**src/rtl/bin_to_bcd_seq.sv**
```systemverilog
// Sequential binary-to-BCD converter (shift-add-3, one input bit per clock).
// Start/busy/done handshake with sticky overflow when the value needs more
// than DIGITS digits; bcd_out then holds the truncated low digits.
// Optional build macro BIN_TO_BCD_SIGNED_EN: treat bin_in as two's complement,
// convert its magnitude and report the sign on sign_out (constant 0 otherwise).
module bin_to_bcd_seq #(
  parameter int unsigned BIN_W  = 8,
  parameter int unsigned DIGITS = 3
) (
  input  logic                  clk,
  input  logic                  rst,
  input  logic                  start,
  input  logic [BIN_W-1:0]      bin_in,
  output logic                  busy,
  output logic                  done,
  output logic [4*DIGITS-1:0]   bcd_out,
  output logic                  ovf,
  output logic                  sign_out
);

  localparam int unsigned BcdW = 4 * DIGITS;
  localparam int unsigned SrW  = BcdW + BIN_W;
  localparam int unsigned CntW = $clog2(BIN_W + 1);

  typedef enum logic [1:0] {StIdle, StShift, StDone} state_e;

  state_e              state_q;
  logic [SrW-1:0]      sr_q;
  logic [SrW-1:0]      sr_adj;
  logic [SrW-1:0]      sr_shift;
  logic [CntW-1:0]     cnt_q;
  logic                ovf_acc_q;
  logic                sign_q;
  logic [BIN_W-1:0]    operand;
  logic                operand_sign;

  // Operand selection: magnitude and sign of the accepted input
`ifdef BIN_TO_BCD_SIGNED_EN
  always_comb begin
    operand_sign = bin_in[BIN_W-1];
    operand      = operand_sign ? (~bin_in + 1'b1) : bin_in;
  end
`else
  always_comb begin
    operand_sign = 1'b0;
    operand      = bin_in;
  end
`endif

  // Add-3 correction on every BCD digit >= 5, then shift left by one
  always_comb begin
    sr_adj = sr_q;
    for (int unsigned i = 0; i < DIGITS; i++) begin
      if (sr_q[BIN_W + 4*i +: 4] >= 4'd5) begin
        sr_adj[BIN_W + 4*i +: 4] = sr_q[BIN_W + 4*i +: 4] + 4'd3;
      end
    end
    sr_shift = {sr_adj[SrW-2:0], 1'b0};
  end

  // Control FSM, datapath registers and registered outputs
  always_ff @(posedge clk or posedge rst) begin
    if (rst) begin
      state_q   <= StIdle;
      sr_q      <= '0;
      cnt_q     <= '0;
      ovf_acc_q <= 1'b0;
      sign_q    <= 1'b0;
      busy      <= 1'b0;
      done      <= 1'b0;
      bcd_out   <= '0;
      ovf       <= 1'b0;
      sign_out  <= 1'b0;
    end else begin
      done <= 1'b0;
      case (state_q)
        StIdle, StDone: begin
          if (start) begin
            sr_q      <= {{BcdW{1'b0}}, operand};
            cnt_q     <= CntW'(BIN_W);
            ovf_acc_q <= 1'b0;
            sign_q    <= operand_sign;
            busy      <= 1'b1;
            state_q   <= StShift;
          end else begin
            state_q <= StIdle;
          end
        end
        StShift: begin
          sr_q  <= sr_shift;
          cnt_q <= cnt_q - 1'b1;
          // A set MSB of the top digit is shifted out: value no longer fits
          ovf_acc_q <= ovf_acc_q | sr_adj[SrW-1];
          if (cnt_q == CntW'(1)) begin
            state_q  <= StDone;
            busy     <= 1'b0;
            done     <= 1'b1;
            bcd_out  <= sr_shift[SrW-1:BIN_W];
            ovf      <= ovf_acc_q | sr_adj[SrW-1];
            sign_out <= sign_q;
          end
        end
        default: state_q <= StIdle;
      endcase
    end
  end

endmodule
```
**config.mk**
```make
export PLATFORM = sky130hd
export DESIGN_NAME = bin_to_bcd_seq
export DESIGN_NICKNAME = d
export VERILOG_FILES = /design/src/rtl/bin_to_bcd_seq.sv
export SDC_FILE = /design/constraint.sdc
export NUM_CORES = 1
export LEC_CHECK = 0
export CAP_MARGIN = 25
export CORE_MARGIN = 8
export CORE_UTILIZATION = 58
export DETAILED_ROUTE_END_ITERATION = 7
export MAX_ROUTING_LAYER = met4
export PLACE_DENSITY = 0.95
export SLEW_MARGIN = 20
export SYNTH_ARGS = -nofsm -noshare
export SYNTH_HDL_FRONTEND = slang
export SYNTH_SLANG_ARGS = --single-unit
```
**constraint.sdc**
```tcl
create_clock -name clk -period 2.8 [get_ports clk]
set_input_delay 0.42 -clock clk [delete_from_list [all_inputs] [get_ports clk]]
set_output_delay 0.42 -clock clk [all_outputs]
set_load 0.01 [all_outputs]
```
==> results.txt <==
Implementation summary

The flow ran to the end, and the final reports show no timing, DRC or antenna violations. In this run, synthesis produced a sequential element count of 42. The clock arrives with 0.006803 ns of skew. Summed over all nets, wire length on met2 after detailed routing comes to 1.772 mm. The count of pins over their slew limit is 0. Of the total power, registers draw 40.1%. The post-synthesis to final-layout area growth is 16.40%.

The sequential cell count is 42. The filler cells instantiated in the layout total 256. For met1 alone, demand over resource in global routing was 18.94%. The number of enable-type register cells in the synthesized netlist is 0.

The post-route worst setup slack is 1.050 ns. The primary flip-flop cell chosen by synthesis mapping is sky130_fd_sc_hd__dfrtp_1. The tap cell instance count is 46.

The proportion of netlist area held by the largest area contributor is 52.37%. The multi-input combinational cell area is 858.3 um2. The pin slew with the least headroom to its limit is 0.8591 ns. The first routing iteration left 92 violations.

The finished design was reported to have a net count of 240. The switching component of the power was reported as 0.001110 W. The synthesis run identifies the leading combinational cell family as simple AND/OR/NAND/NOR gates. The first detailed-routing pass took 4 iterations.

The count of cells resized by post-cts repair is 0. The flow reported a cell area power density of 1175 nW/um2. Global routing consumed, on the met2 layer, 24.28% of the routing resources. The combinational cell power is 0.00133 W. Combinational logic burns 48.4% of the power. The post-synthesis chip area from yosys is 2007 um2.

The total power is 0.002745 W. Each instance of the synthesized netlist takes up on average 10.24 um2. The hold buffer count at cts is 0. The net count after synthesis is 215. The final routed wirelength across all metal layers is 3.836 mm. The logs give a warning total of 30. After layout the clock buffers and inverters come to 2.571% of cell area.

At the worst endpoint, the required time is 3.06 ns. The total clock buffers created by CTS is 5. The data arrival time of the critical path is 2.01 ns. Per Yosys stat, the portion of area used by sequential elements is 52.37%. The initial antenna violation count was 0. The cell area that synthesis handed to floorplanning was 2007 um2. After layout, the buffer instance count without clock buffers stands at 27. The buffer_ports step reported a buffer count of 25. The yosys cell count is 196. The clock-pin slew of the registers on the worst-case setup and hold paths is 0.11 ns. Looking at the VDD voltage map, the peak drop is 0.6473 mV.
==> path summary, 6_finish.rpt <==
check,start,to,slack (ns),depth (start not counted)
worst min-delay path,rst,bcd_out[9],0.47,3
max in group asynchronous,rst,cnt_q[1],1.98,3
worst max register to register,cnt_q[1],bcd_out[9],1.05,6
min in group clk,bcd_out[11],bcd_out[11],0.50,2
worst max-delay path,cnt_q[1],bcd_out[9],1.05,6
worst min register to register,bcd_out[11],bcd_out[11],0.50,2
==> worst max-delay path: stages, from the launching register on <==
cell                      delay, ns
sky130_fd_sc_hd__dfrtp_1       0.41
sky130_fd_sc_hd__inv_1         0.09
sky130_fd_sc_hd__ha_1          0.15
sky130_fd_sc_hd__nor3b_2       0.19
sky130_fd_sc_hd__nand2_2       0.26
sky130_fd_sc_hd__inv_4         0.19
sky130_fd_sc_hd__mux2_2        0.34
==> Yosys cell counts (3+ instances only) <==
cell type	instances
sky130_fd_sc_hd__dfrtp_1	42
sky130_fd_sc_hd__nand2_1	37
sky130_fd_sc_hd__o21ai_0	11
sky130_fd_sc_hd__inv_1	10
sky130_fd_sc_hd__nor2_1	10
sky130_fd_sc_hd__o21ai_1	9
sky130_fd_sc_hd__ha_1	8
sky130_fd_sc_hd__a22o_1	7
sky130_fd_sc_hd__a31oi_1	7
sky130_fd_sc_hd__a21oi_1	6
sky130_fd_sc_hd__nor3b_1	5
sky130_fd_sc_hd__buf_2	4
sky130_fd_sc_hd__buf_4	4
sky130_fd_sc_hd__xnor2_1	4
sky130_fd_sc_hd__mux2i_1	3
sky130_fd_sc_hd__nand2b_1	3
==> flip-flops by register name, summed over array words and instances (netlist names) <==
name       cells
sr_q          20
bcd_out       12
cnt_q          4
state_q        2
busy           1
done           1
ovf            1
ovf_acc_q      1
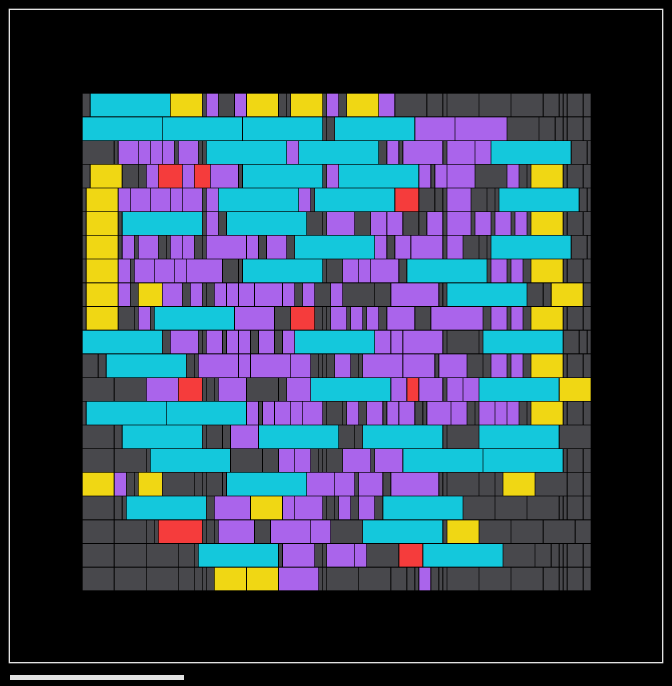
(images/class_map.png)
Scale bar: 20 um. Fill, decap, tap and diode cells in gray.
color	class	cells	share of their area
red	clock drivers and dummy loads	8	2.6%
purple	remaining logic cells	145	40%
yellow	remaining buffers and delay cells	27	12%
cyan	registers	42	46%
post-route design area: 2336 um2
Layout Utilization: 70.00%
count of standard-cell rows: 21
flip-flop and latch share of the layout cell area: 44.99%

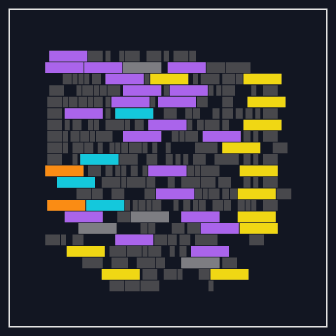
(images/ff_map.png)
color	name in the netlist	flops
orange	`state_q`	2
yellow	`bcd_out`	12
cyan	`cnt_q`	4
purple	`sr_q`	20
sequential power: 0.00110 W
area taken by flip-flops and latches: 1051 um2

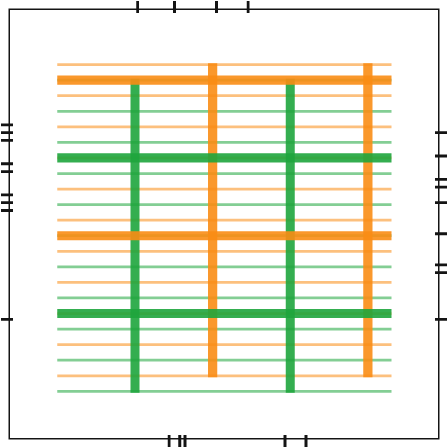
(images/floorplan.png)
Pins as bars on the die edge.
color	net
green	VSS
orange	VDD
met4 straps	4
met5 straps	4
die boundary width: 74.83 um
die height: 74.83 um
placeable core region: 3337 um2

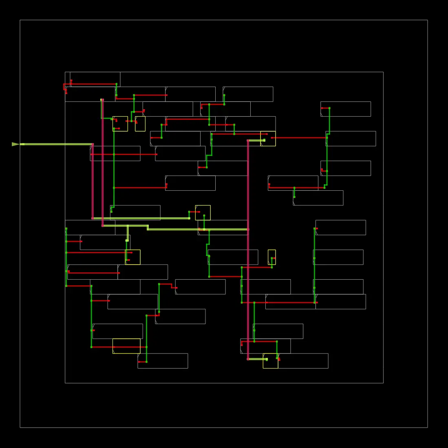
(images/clock_nets.png)
clock buffer count: 7
Skew-Pair Late Insertion Delay: 0.36 ns
power in the clock group: 0.000314 W

Power is estimated from default activity; no workload was simulated.
